$ cat src/rtl/pwm_ctrl_pkg.sv
// pwm_ctrl_pkg
// Shared constants for the PWM control engine. This covers the bit positions
// inside the 32-bit control word and the 8-bit status word, the register
// select codes, and one helper that decides whether a select code names a
// writable register.
// There are no ports. Other files use it through import pwm_ctrl_pkg::*.
package pwm_ctrl_pkg;

  // Bit positions in the control word.
  localparam int CTRL_EN      = 31;
  localparam int CTRL_INV     = 30;
  localparam int CTRL_COMMIT  = 29;
  localparam int CTRL_SEL_HI  = 27;
  localparam int CTRL_SEL_LO  = 24;
  localparam int CTRL_DATA_HI = 15;
  localparam int CTRL_DATA_LO = 0;

  // Register select codes.
  localparam logic [3:0] SEL_DUTY0  = 4'd0;
  localparam logic [3:0] SEL_DUTY1  = 4'd1;
  localparam logic [3:0] SEL_DUTY2  = 4'd2;
  localparam logic [3:0] SEL_DUTY3  = 4'd3;
  localparam logic [3:0] SEL_PERIOD = 4'd4;
  localparam logic [3:0] SEL_PRESC  = 4'd5;

  // Bit positions in the status word.
  localparam int ST_OUT_HI = 3;
  localparam int ST_OUT_LO = 0;
  localparam int ST_EN     = 4;
  localparam int ST_PEND   = 5;
  localparam int ST_WRAP   = 6;
  localparam int ST_ERR    = 7;

  // A duty select is writable only if that channel exists.
  function automatic logic sel_valid(input logic [3:0] sel, input int n_ch);
    return (int'(sel) < n_ch) || (sel == SEL_PERIOD) || (sel == SEL_PRESC);
  endfunction

endpackage

$ cat src/rtl/pwm_ctrl_engine_prescaler.sv
// pwm_prescaler
// Clock divider for the PWM period counter. The internal counter runs from 0
// to presc_i. The last count raises tick_o and the counter then wraps to 0,
// so a tick arrives every presc_i+1 clocks. While en_i is low the counter is
// held at 0, so a fresh enable always begins a full prescale interval.
// Ports:
//   clk_i    system clock
//   rst_ni   asynchronous active-low reset
//   en_i     count enable
//   presc_i  active prescaler value
//   tick_o   one-clock pulse on the last count (combinational)
module pwm_prescaler #(
  parameter int CNT_W = 16
) (
  input  logic             clk_i,
  input  logic             rst_ni,
  input  logic             en_i,
  input  logic [CNT_W-1:0] presc_i,
  output logic             tick_o
);

  logic [CNT_W-1:0] pcnt_q, pcnt_d;

  assign tick_o = en_i && (pcnt_q == presc_i);

  always_comb begin
    pcnt_d = pcnt_q;
    if (!en_i) begin
      pcnt_d = '0;
    end else if (tick_o) begin
      pcnt_d = '0;
    end else begin
      pcnt_d = pcnt_q + CNT_W'(1);
    end
  end

  always_ff @(posedge clk_i or negedge rst_ni) begin
    if (!rst_ni) begin
      pcnt_q <= '0;
    end else begin
      pcnt_q <= pcnt_d;
    end
  end

endmodule

$ cat src/rtl/pwm_ctrl_engine.sv
// pwm_ctrl_engine
// Receives the PWM control PIO word and drives N_CH PWM pins.
// A rising edge on the commit bit writes the data field into the selected
// shadow register. A write takes effect at the clock edge that samples the
// commit bit high while the previous sample was low. The shadow registers move
// into the active set only when the period counter wraps, or on every cycle
// while the engine is disabled. Because of this, a running waveform never
// sees a partial update.
// Ports:
//   clk_clk        system clock
//   reset_reset_n  asynchronous active-low reset
//   pwm_ctrl       control word {en, inv, commit, rsvd, sel[3:0], rsvd[7:0], data[15:0]}
//   pwm_status     status word  {err, wrap_tgl, pending, enable, pwm_out[3:0]}
//   pwm_out        registered PWM outputs
module pwm_ctrl_engine
  import pwm_ctrl_pkg::*;
#(
  parameter int N_CH       = 4,
  parameter int CNT_W      = 16,
  parameter int RST_PERIOD = 999,
  parameter int RST_PRESC  = 49
) (
  input  logic            clk_clk,
  input  logic            reset_reset_n,
  input  logic [31:0]     pwm_ctrl,
  output logic [7:0]      pwm_status,
  output logic [N_CH-1:0] pwm_out
);

  // Control word fields
  logic             en, inv, commit;
  logic [3:0]       sel;
  logic [CNT_W-1:0] data_c;
  logic             unused_ctrl;

  assign en          = pwm_ctrl[CTRL_EN];
  assign inv         = pwm_ctrl[CTRL_INV];
  assign commit      = pwm_ctrl[CTRL_COMMIT];
  assign sel         = pwm_ctrl[CTRL_SEL_HI:CTRL_SEL_LO];
  assign data_c      = CNT_W'(pwm_ctrl[CTRL_DATA_HI:CTRL_DATA_LO]);
  assign unused_ctrl = ^{pwm_ctrl[28], pwm_ctrl[23:16]};

  // State
  logic                        commit_prev_q;
  logic [N_CH-1:0][CNT_W-1:0]  duty_sh_q, duty_sh_d, duty_act_q, duty_act_d;
  logic [CNT_W-1:0]            period_sh_q, period_sh_d, period_act_q, period_act_d;
  logic [CNT_W-1:0]            presc_sh_q, presc_sh_d, presc_act_q, presc_act_d;
  logic [CNT_W-1:0]            cnt_q, cnt_d;
  logic                        pending_q, pending_d;
  logic                        err_q, err_d;
  logic                        wrap_tgl_q, wrap_tgl_d;
  logic                        en_q;
  logic [N_CH-1:0]             pwm_out_q, pwm_out_d;

  // Commit decode
  logic commit_edge, wr_ok, wr_bad;

  assign commit_edge = commit && !commit_prev_q;
  assign wr_ok       = commit_edge && sel_valid(sel, N_CH);
  assign wr_bad      = commit_edge && !sel_valid(sel, N_CH);

  // Timebase
  logic tick, at_top, wrap, xfer;

  pwm_prescaler #(.CNT_W(CNT_W)) u_presc (
    .clk_i   (clk_clk),
    .rst_ni  (reset_reset_n),
    .en_i    (en),
    .presc_i (presc_act_q),
    .tick_o  (tick)
  );

  assign at_top = (cnt_q == period_act_q);
  assign wrap   = tick && at_top;
  // While disabled the actives follow the shadows on every cycle. A later
  // enable therefore starts with whatever was last committed.
  assign xfer   = !en || wrap;

  always_comb begin
    cnt_d = cnt_q;
    if (!en) begin
      cnt_d = '0;
    end else if (tick) begin
      cnt_d = at_top ? '0 : cnt_q + CNT_W'(1);
    end
  end

  // Register file. The transfer reads the current shadow values, so when a
  // commit lands in the same cycle the actives take the pre-commit values and
  // the new value stays pending until the next transfer.
  always_comb begin
    duty_sh_d    = duty_sh_q;
    duty_act_d   = duty_act_q;
    period_sh_d  = period_sh_q;
    period_act_d = period_act_q;
    presc_sh_d   = presc_sh_q;
    presc_act_d  = presc_act_q;
    pending_d    = pending_q;
    err_d        = err_q;

    if (xfer) begin
      duty_act_d   = duty_sh_q;
      period_act_d = period_sh_q;
      presc_act_d  = presc_sh_q;
      pending_d    = 1'b0;
    end

    if (wr_ok) begin
      if (sel == SEL_PERIOD) begin
        period_sh_d = data_c;
      end else if (sel == SEL_PRESC) begin
        presc_sh_d = data_c;
      end else begin
        for (int i = 0; i < N_CH; i++) begin
          if (sel == 4'(i)) duty_sh_d[i] = data_c;
        end
      end
      pending_d = 1'b1;
      err_d     = 1'b0;
    end else if (wr_bad) begin
      err_d = 1'b1;
    end
  end

  assign wrap_tgl_d = wrap ? !wrap_tgl_q : wrap_tgl_q;

  // Compare stage
  logic [N_CH-1:0] raw;

  for (genvar g = 0; g < N_CH; g++) begin : g_ch
    assign raw[g] = (cnt_q < duty_act_q[g]);
  end

  assign pwm_out_d = en ? (raw ^ {N_CH{inv}}) : {N_CH{inv}};

  always_ff @(posedge clk_clk or negedge reset_reset_n) begin
    if (!reset_reset_n) begin
      commit_prev_q <= 1'b0;
      duty_sh_q     <= '0;
      duty_act_q    <= '0;
      period_sh_q   <= CNT_W'(RST_PERIOD);
      period_act_q  <= CNT_W'(RST_PERIOD);
      presc_sh_q    <= CNT_W'(RST_PRESC);
      presc_act_q   <= CNT_W'(RST_PRESC);
      cnt_q         <= '0;
      pending_q     <= 1'b0;
      err_q         <= 1'b0;
      wrap_tgl_q    <= 1'b0;
      en_q          <= 1'b0;
      pwm_out_q     <= '0;
    end else begin
      commit_prev_q <= commit;
      duty_sh_q     <= duty_sh_d;
      duty_act_q    <= duty_act_d;
      period_sh_q   <= period_sh_d;
      period_act_q  <= period_act_d;
      presc_sh_q    <= presc_sh_d;
      presc_act_q   <= presc_act_d;
      cnt_q         <= cnt_d;
      pending_q     <= pending_d;
      err_q         <= err_d;
      wrap_tgl_q    <= wrap_tgl_d;
      en_q          <= en;
      pwm_out_q     <= pwm_out_d;
    end
  end

  // Status
  logic [3:0] out_pad;

  always_comb begin
    out_pad             = '0;
    out_pad[N_CH-1:0]   = pwm_out_q;
    pwm_status                     = '0;
    pwm_status[ST_OUT_HI:ST_OUT_LO] = out_pad;
    pwm_status[ST_EN]              = en_q;
    pwm_status[ST_PEND]            = pending_q;
    pwm_status[ST_WRAP]            = wrap_tgl_q;
    pwm_status[ST_ERR]             = err_q;
  end

  assign pwm_out = pwm_out_q;

endmodule

$ cat config.mk
export PLATFORM = sky130hd
export DESIGN_NAME = pwm_ctrl_engine
export DESIGN_NICKNAME = d
export VERILOG_FILES = /design/src/rtl/pwm_ctrl_pkg.sv /design/src/rtl/pwm_ctrl_engine_prescaler.sv /design/src/rtl/pwm_ctrl_engine.sv
export SDC_FILE = /design/constraint.sdc
export NUM_CORES = 1
export LEC_CHECK = 0
export CAP_MARGIN = 20
export CORE_UTILIZATION = 61
export DETAILED_ROUTE_END_ITERATION = 8
export GPL_TIMING_DRIVEN = 0
export PLACE_DENSITY = 0.88
export SLEW_MARGIN = 15
export SYNTH_ARGS = -nofsm -noshare
export SYNTH_HDL_FRONTEND = slang
export SYNTH_SLANG_ARGS = --single-unit
$ cat constraint.sdc
create_clock -name clk_clk -period 2.9 [get_ports clk_clk]
set_input_delay 0.58 -clock clk_clk [delete_from_list [all_inputs] [get_ports clk_clk]]
set_output_delay 0.58 -clock clk_clk [all_outputs]
set_load 0.005 [all_outputs]
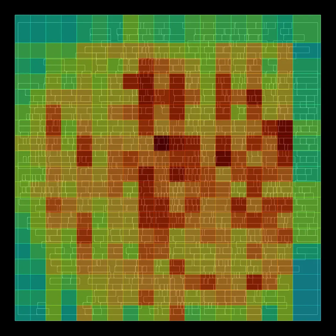
(run_1/congestion_map.png)
GR Layer Usage met2: 46.3%
Routed wire per std cell: 19.9 um
Total GRT Usage: 27.6%
Post-Route Utilization: 71.9%

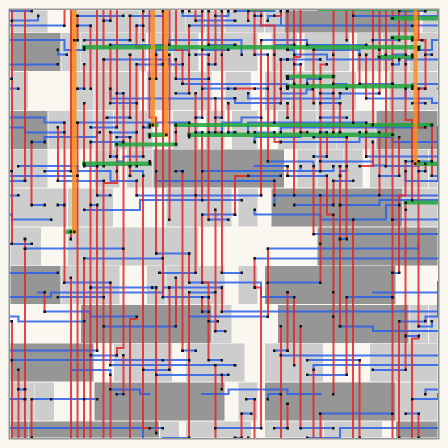
(run_1/closeup.png)
Region (53, 26) to (83, 56) um. Cells in gray, sequential cells in the stronger gray; small squares are vias.
layer	color
M1	blue
M3	green
M2	red
M4	orange
sequential cells in the window	10
cells with their middle in the window	73
netlist names of flops here include	duty_sh_q (5), cnt_q (3)
most frequent	mux2_2 (10), dfrtp_1 (10), nand3_1 (9)

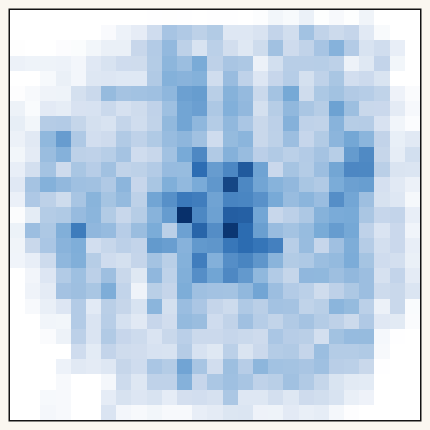
(run_1/route_heat.png)
Scale: 3 px per um. The die is cut into 27 by 27 equal tiles; white is low, dark blue is high, scaled to the fullest tile. Values are wire area over tile area, all layers added.
fullest tile	0.78
densest ninth of the die	middle
nearly empty tiles	12%
tiles over half the peak	9.7%
mean over tiles	0.21
DR vias: 7137
Post-Route WL: 24000 um

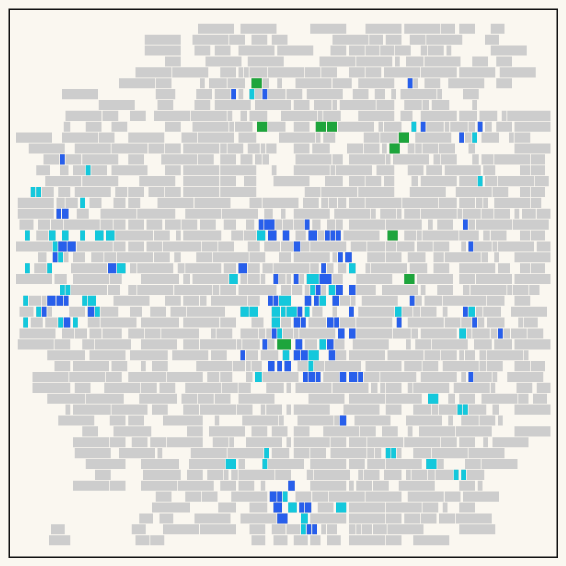
(run_1/gates.png)
Scale: 4 px per um.
family	color	cells	most used
non-inverting ao/oa cells	green	9	a21o_1
nor cells	cyan	69	nor2_1
nand cells	blue	87	nand2_1

==> changes_impl.md, run 1 <==
## Flow update

* Main logic family after synthesis: multiplexers
* Vias in the first global route at 7496
* Synth warn at 0
* Top class by area: flip-flops and latches
* Nonclk buf count at 78
* Worst Hold Class: primary input to register
* Worst slew pin tran at around 0.72 ns
* Most frequent cells after synthesis: dfrtp_1, mux2_2, inv_1
* Crit path DRT at ~3.3 ns
* Status: complete, no violations
* Top-area cell share at roughly 48%
* Most Crowded Layer GR: met2
* WHS at approximately 0.4 ns
* Flop Count at around 230
* Seq. pwr at approximately 4.2 mW
* MI comb cells at 561
* Synth Net Count at a little under 1000
* Inserted Clock Buffers at 25
* RSZ-0062 raised after global routing: no
* Cell Count, Final, Fillers Out at 1207
* Max layer used: met4
* Share of cells above drive strength 1 at around a quarter
* Async S/R FF share, synth at 100%
* Skew final at about 0.012 ns
* Post-synth EDFFs at 0
* Final setup fails at 0
* Seq area share at a little under half
* Clock transition at path regs at approximately 0.060 ns
* Buf/Inv on CP at 3
* Met2 WL post-DR at approximately 12000 um
* NonClk Buf Share at 4.98%
* Main power group: sequential cells
* P_comb at roughly 1.4 mW
* Vias per cell at 5.91
* Max-slew headroom at between 50% and 60%
* Initial antenna violation count at 0
* DP Cell Count at around 1200
* # Max-Cap Violations at 0
* Synth area leader: dfrtp_1
* Wl on met1 at 10000 um
* FF/Latch Area at ~6000 um2
* Met1 usage at around 36%
* Int Pwr at around 6.5 mW
* Critical Path Fanout Max at 10
* Wire length on met3 at between 1000 and 1500 um
* CP peak stage delay at just under 0.5 ns
* Fin. max-slew vios at 0
* Worst-Skew Late Latency at around 0.52 ns
* Critical setup path kind: register to register
==> run_1/m4.png <==
Scale: 3 px per um. Supply wires on this layer in gray.
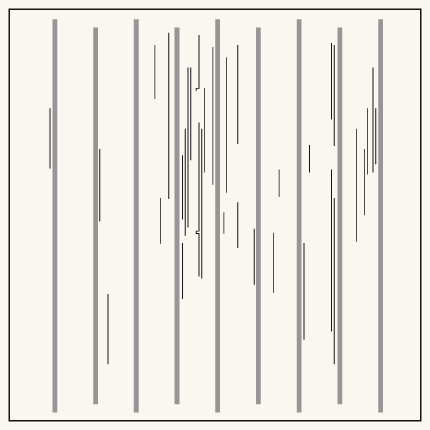

==> run 2, diff against run 1 <==
RECOVER_POWER = 100   (was unset)
SETUP_SLACK_MARGIN = 0.4   (was unset)
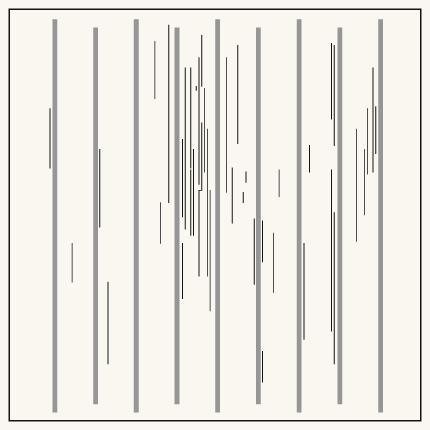
(run_2/m4.png)
Scale: 3 px per um. Supply wires on this layer in gray.
main direction	vertical
share of all routed wire	4.5%
longest straight run	59.2 um
wire length on this layer	1100 um
nets with wire on the layer	26

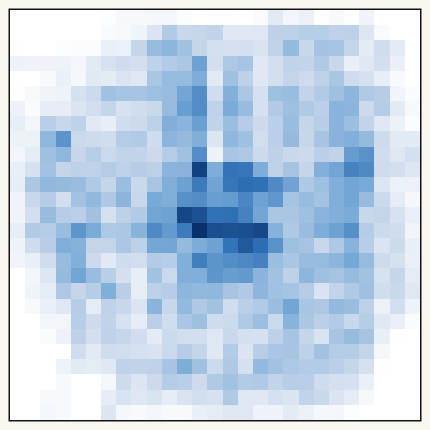
(run_2/route_heat.png)
Scale: 3 px per um. The die is cut into 27 by 27 equal tiles; white is low, dark blue is high, scaled to the fullest tile. Values are wire area over tile area, all layers added.
mean over tiles	0.21
nearly empty tiles	11%
tiles over half the peak	9.6%
densest ninth of the die	middle
fullest tile	0.80

==> changes_impl.md, run 2 <==
## Flow update

* Fin. max-slew vios at 0 (unchanged)
* GR Layer Usage met2 at 46.2% (was 46.3%)
* Post-synth EDFFs at 0 (unchanged)
* Most frequent cells after synthesis: dfrtp_1, mux2_2, inv_1 (unchanged)
* Max-slew headroom at 51.8% (was 52.0%)
* Top class by area: flip-flops and latches (unchanged)
* Synth area leader: dfrtp_1 (unchanged)
* Buf/Inv on CP at 1 (was 3)
* Synth Net Count at 995 (unchanged)
* Wire length on met3 at 1230 um (was 1150 um)
* Top-area cell share at 47.8% (unchanged)
* Worst slew pin tran at 0.724 ns (was 0.720 ns)
* Worst Hold Class: primary input to register (unchanged)
* # Max-Cap Violations at 0 (unchanged)
* Met1 usage at 35.6% (was 35.8%)
* Most Crowded Layer GR: met2 (unchanged)
* Main logic family after synthesis: multiplexers (unchanged)
* WHS at 0.410 ns (was 0.408 ns)
* Critical Path Fanout Max at 10 (unchanged)
* Async S/R FF share, synth at 100% (unchanged)
* Main power group: sequential cells (unchanged)
* CP peak stage delay at 0.58 ns (was 0.49 ns)
* Worst-Skew Late Latency at 0.52 ns (about the same)
* Met2 WL post-DR at 11900 um (was 11800 um)
* NonClk Buf Share at 5.73% (was 4.98%)
* Share of cells above drive strength 1 at 27.3% (was 25.2%)
* Vias in the first global route at 7531 (was 7496)
* Total GRT Usage at 27.6% (about the same)
* Synth warn at 0 (unchanged)
* Final setup fails at 0 (unchanged)
* Status: complete, no violations (unchanged)
* Cell Count, Final, Fillers Out at 1217 (was 1207)
* Critical setup path kind: register to register (unchanged)
* Nonclk buf count at 88 (was 78)
* Int Pwr at 6.54 mW (about the same)
* Inserted Clock Buffers at 25 (unchanged)
* Clock transition at path regs at 0.06 ns (about the same)
* Seq. pwr at 4.25 mW (was 4.24 mW)
==> run_2/congestion_map.png <==
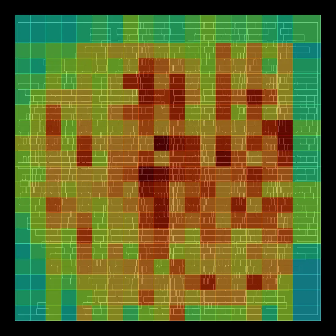

==> run 3, diff against run 2 <==
SYNTH_HIERARCHICAL = 1   (was unset)
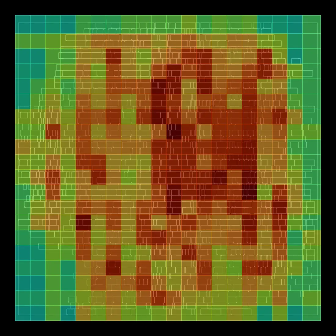
(run_3/congestion_map.png)
Most Crowded Layer GR: met2
met1 usage: 35.5%

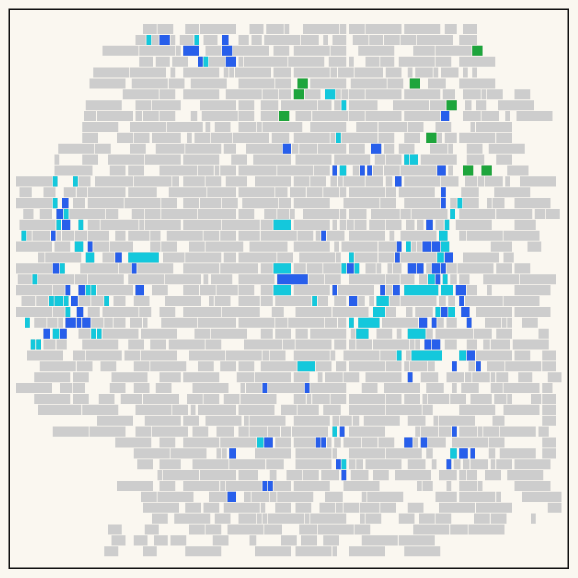
(run_3/gates.png)
Scale: 4 px per um.
family	color	cells	most used
non-inverting ao/oa cells	green	9	o21a_1
nand cells	blue	83	nand2_1
nor cells	cyan	68	nor2_1

==> changes_impl.md, run 3 <==
## Flow update

* Crit path DRT at 3.31 ns (was 3.29 ns)
* Critical Path Fanout Max at 4 (was 10)
* P_comb at 1.59 mW (was 1.40 mW)
* DR vias at 7372 (was 7239)
* Buf/Inv on CP at 5 (was 1)
* Critical setup path kind: register to register (unchanged)
* Post-Route Utilization at 72.4% (was 72.7%)
* Int Pwr at 6.58 mW (was 6.54 mW)
* Clock transition at path regs at 0.07 ns (was 0.06 ns)
* GR Layer Usage met2 at 47.8% (was 46.2%)
* Inserted Clock Buffers at 25 (unchanged)
* Status: complete, no violations (unchanged)
* Wl on met1 at 11200 um (was 10100 um)
* Stages on the worst setup path at 11 (was 6)
* Vias per cell at 6.04 (was 5.95)
* Synth top area cells: dfrtp_1, mux2_2, mux2_4 (was dfrtp_1, mux2_2, ha_1)
* Async S/R FF share, synth at 100% (unchanged)
* Post-synth EDFFs at 0 (unchanged)
* Seq area share at 44.4% (was 46.2%)
* Synth Net Count at 979 (was 995)
* Synth warn at 6 (was 0)
* Main power group: sequential cells (unchanged)
* CP peak stage delay at 0.36 ns (was 0.58 ns)
* NonClk Buf Share at 8.08% (was 5.73%)
* Top-area cell share at 45.8% (was 47.8%)
* Worst slew pin tran at 0.995 ns (was 0.724 ns)
* Max-slew headroom at 33.7% (was 51.8%)
* DP Cell Count at 1148 (was 1161)
* Wire length on met3 at 1810 um (was 1230 um)
* Largest net degree at the start of global routing at 111 (was 106)
* Most frequent cells after synthesis: dfrtp_1, mux2_2, mux2_4 (was dfrtp_1, mux2_2, inv_1)
* WHS at 0.395 ns (was 0.410 ns)
* Skew final at 0.0130 ns (was 0.0100 ns)
* Worst-Skew Late Latency at 0.52 ns (about the same)
* Worst Hold Class: primary input to register (unchanged)
* Initial antenna violation count at 0 (unchanged)
* Met2 WL post-DR at 14000 um (was 11900 um)
* Share of cells above drive strength 1 at 26.0% (was 27.3%)
* Seq. pwr at 4.27 mW (was 4.25 mW)
* Post-Route WL at 28100 um (was 24300 um)
* Fin. max-slew vios at 0 (unchanged)
* Vias in the first global route at 7773 (was 7531)
* Main logic family after synthesis: multiplexers (unchanged)
* Flop Count at 233 (unchanged)
* RSZ-0062 raised after global routing: yes (unchanged)
* Final setup fails at 0 (unchanged)
* Max layer used: met4 (unchanged)
* Cell Count, Final, Fillers Out at 1220 (was 1217)
* Nonclk buf count at 102 (was 88)
Power figures rest on the tool's default switching activity, not on a simulated workload.
